==> config.mk <==
export PLATFORM = sky130hd
export DESIGN_NAME = t_toggle_sequencer
export DESIGN_NICKNAME = d
export VERILOG_FILES = /design/src/rtl/t_toggle_sequencer.sv
export SDC_FILE = /design/constraint.sdc
export NUM_CORES = 1
export LEC_CHECK = 0
export CELL_PAD_IN_SITES_DETAIL_PLACEMENT = 1
export CELL_PAD_IN_SITES_GLOBAL_PLACEMENT = 1
export CORE_ASPECT_RATIO = 1.1
export CORE_UTILIZATION = 39
export DETAILED_ROUTE_END_ITERATION = 12
export PLACE_DENSITY_LB_ADDON = 0.1
export SLEW_MARGIN = 15
export SYNTH_ARGS = -nofsm -noshare
export SYNTH_HDL_FRONTEND = slang
export SYNTH_SLANG_ARGS = --single-unit
export TNS_END_PERCENT = 10
==> constraint.sdc <==
create_clock -name clk -period 3 [get_ports clk]
set_input_delay 0.6 -clock clk [delete_from_list [all_inputs] [get_ports clk]]
set_output_delay 0.6 -clock clk [all_outputs]
set_load 0.01 [all_outputs]
==> images/clock_nets.png <==
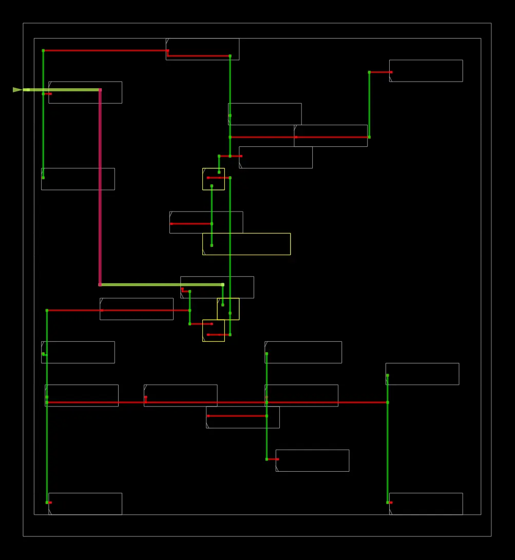
CTS Buf Count: 3
CLK BUF: 3

==> images/floorplan.png <==
Drawn at 6 px/um. Pins as bars on the die edge. Tap cells in gray.
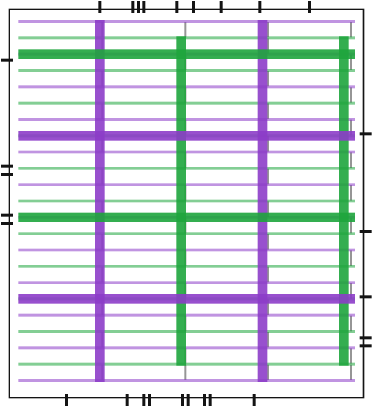
| color | net |
|---|---|
| purple | VSS |
| green | VDD |
rows: 22
met4 straps: 4
tap cells: 48
met1 rails: 23
core area: 0.003358 mm^2
Die Ht: 64.48 um
peak supply drop: 0.1592 mV

==> Changelog: implementation <==
### Implementation results

- Syn_nets: 169
- Final worst slack: 0.1395 ns
- Comb pwr: 0.0307 mW
- Power Total: 0.5257 mW
- Post-CTS setup buffers: 0
- Post-route cell area: 0.001770 mm^2
- Status: completed
- Area growth from synthesis to layout: 27.94%
- Port buffer count: 27
- Clk_skew: 0.01813 ns
- Cell Type Count: 41
- Fin. Hold Viols: 0
- Largest power group: sequential cells
- Met1 wire length: 1.403 mm
- Setup repair after global routing missed its margin: false
- Met3 wire length: 43 um
- Max Fclk: 0.3496 GHz
- Clock power frac: 0.429
- YS warnings: 0
- Dominant logic cell type in the layout: clkdlybuf4s50_1
- Layout cells sized above 1: 0.1561
- Largest net degree at the start of global routing: 23
- Clk latency late pin: 0.31 ns
- Mean Syn Cell Area: 9.544 um^2
- R2R setup slack: 0.94 ns
- CP Launch Type: register
- Root Driver: clkbuf_4
- Post-DR wirelength/cell: 14.68 um
- Via count: 1155
- Tool Warnings: 30
- Reg power frac: 0.513
- Cell Area, Synth: 0.001384 mm^2
- Nets: 198
- Largest register FFs: 8
- Initial antenna violation count: 0
- Sw Pwr: 0.1014 mW
- Antenna diode count: 0
- Top Ports: 28
- Die width: 58.80 um
- Yosys stat chip area: 0.001384 mm^2
- Post-synth top area share: 0.3617
- Synthesized flop and latch total: 20
- Synth Instances: 145
- R2r worst-path depth: 7
- CTS tree: built
- Pre-CTS setup slack: 0.1662 ns
- Critical Path End Type: output pin
- Leading area contributor after synthesis: dfrtp_1
- Yosys cell count: 145
- CTS Sinks: 20
- Sequential power: 0.270 mW
- Die area: 0.003791 mm^2
- Vias in the first global route: 1230
- Highest metal used: met4
- Row cnt: 22
- Setup_tns: 0 ns
- Top cells, area: dfrtp_1, mux2_2, ha_1
- GPL Wtd Cong: 0.7900
- Gate power share: 0.058
- Fin Hold WS: 0.5420 ns
- Post-placement cell area: 0.001709 mm^2
- Detailed Route Iter0 Violations: 43
- Final slew viol count: 0
- Post_cts resized: 3
- Vias/cell: 5.226
- Worst-margin pin slew: 0.7945 ns
- Clk pin slew, worst setup/hold paths: 0.11 ns
- Post-DP HPWL: 2.433 mm
- Hold crit path type: register to register
- CTS H-tree depth: 1
- Sequential fraction of the synthesis area: 0.3617
- Sw Share: 0.1928
- P_clk: 0.225 mW
- Int Pwr: 0.4244 mW
- Detailed Route WL: 3.245 mm
- Cell depth of the worst hold path: 1
- Met2 Routed Length: 1.759 mm
- Crit Path Category: register to output pin
- Crit path DRT: 2.40 ns
- Post-layout min period: 2.861 ns
- Slew HR: 0.4690
- ANT nets after route: 0
- Leakage: 0.7567 nW
- First-pass GRT wire length: 5.713 mm
- Most frequent logic cells in the routed design: clkdlybuf4s50_1, dfrtp_1, a21oi_1
- Crit path max fanout: 10
- P per Cell Area: 297.0 mW/mm^2
- Final Setup Violations: 0
- Fin crit share: 0.9535
- Clock tree buffer depth: 2
- Hold_buf cts: 0
- DRT Pass-1 Iters: 3
- Total Routing Usage GR: 0.1940
- Critical Path AT: 2.26 ns
- Max_cap viols: 0
- DRC: 0
- Aggregate global routing overflow: 0
- FP Core Util: 0.4121
-- cell families after synthesis --
logic type / Yosys count / synth area share
AND-OR/OR-AND: 35 / 0.1808
AND/OR/NAND/NOR: 41 / 0.1555
adder cells (fa/ha/maj): 7 / 0.06329
XOR/XNOR: 11 / 0.07956
flip-flops: 20 / 0.3617
multiplexers: 12 / 0.09584
buffers and inverters: 19 / 0.06329
-- layer usage --
metal  GRT usage  vias up
met4     0.07738        0
met2      0.3395       12
li1            -      569
met5           0        -
met3     0.01996        4
met1      0.2398      570
-- through the flow --
step                      instances  utilization
after floorplan                 145            -
after global placement          217       0.5089
after detailed placement        217       0.5089
after CTS                       221       0.5268
after global routing            221       0.5272
final                           221       0.5272
-- synth_stat cells (all sizes together) --
cell type  instances
dfrtp             20
nor3               3
a221oi             1
nand2b             3
a211o              1
mux2i              2
nand4b             1
a311oi             1
nor3b              1
and3b              2
xor2               4
nor2b              1
o21bai             2
mux2              10
a21oi             16
nand2              9
a31oi              1
a32o               1
o2bb2a             1
ha                 7
clkbuf             3
nor4               3
xnor3              1
nor2              12
and3               1
nand3              3
o31ai              1
a211oi             1
or4                1
buf                6
nor4b              1
inv               10
a21boi             2
o311ai             1
xnor2              6
o21ai              5
o2111a             1
-- area by class of cell --
type                    count  area, um^2
fillers                   396        1588
multi-input cells         106       804.5
flip-flops and latches     20       501.7
repair buffers             33       314.1
well taps                  48       60.06
inverters                  10       37.54
clock inverters             1       30.03
clock buffers               3       22.52
-- worst max-delay path, cell delays in order (launching register included) --
cell             delay, ns
dfrtp_1               0.40
buf_4                 0.18
ha_1                  0.19
mux2_2                0.25
o21ai_0               0.34
a21oi_1               0.10
clkdlybuf4s50_1       0.50
Power is estimated from default activity; no workload was simulated.
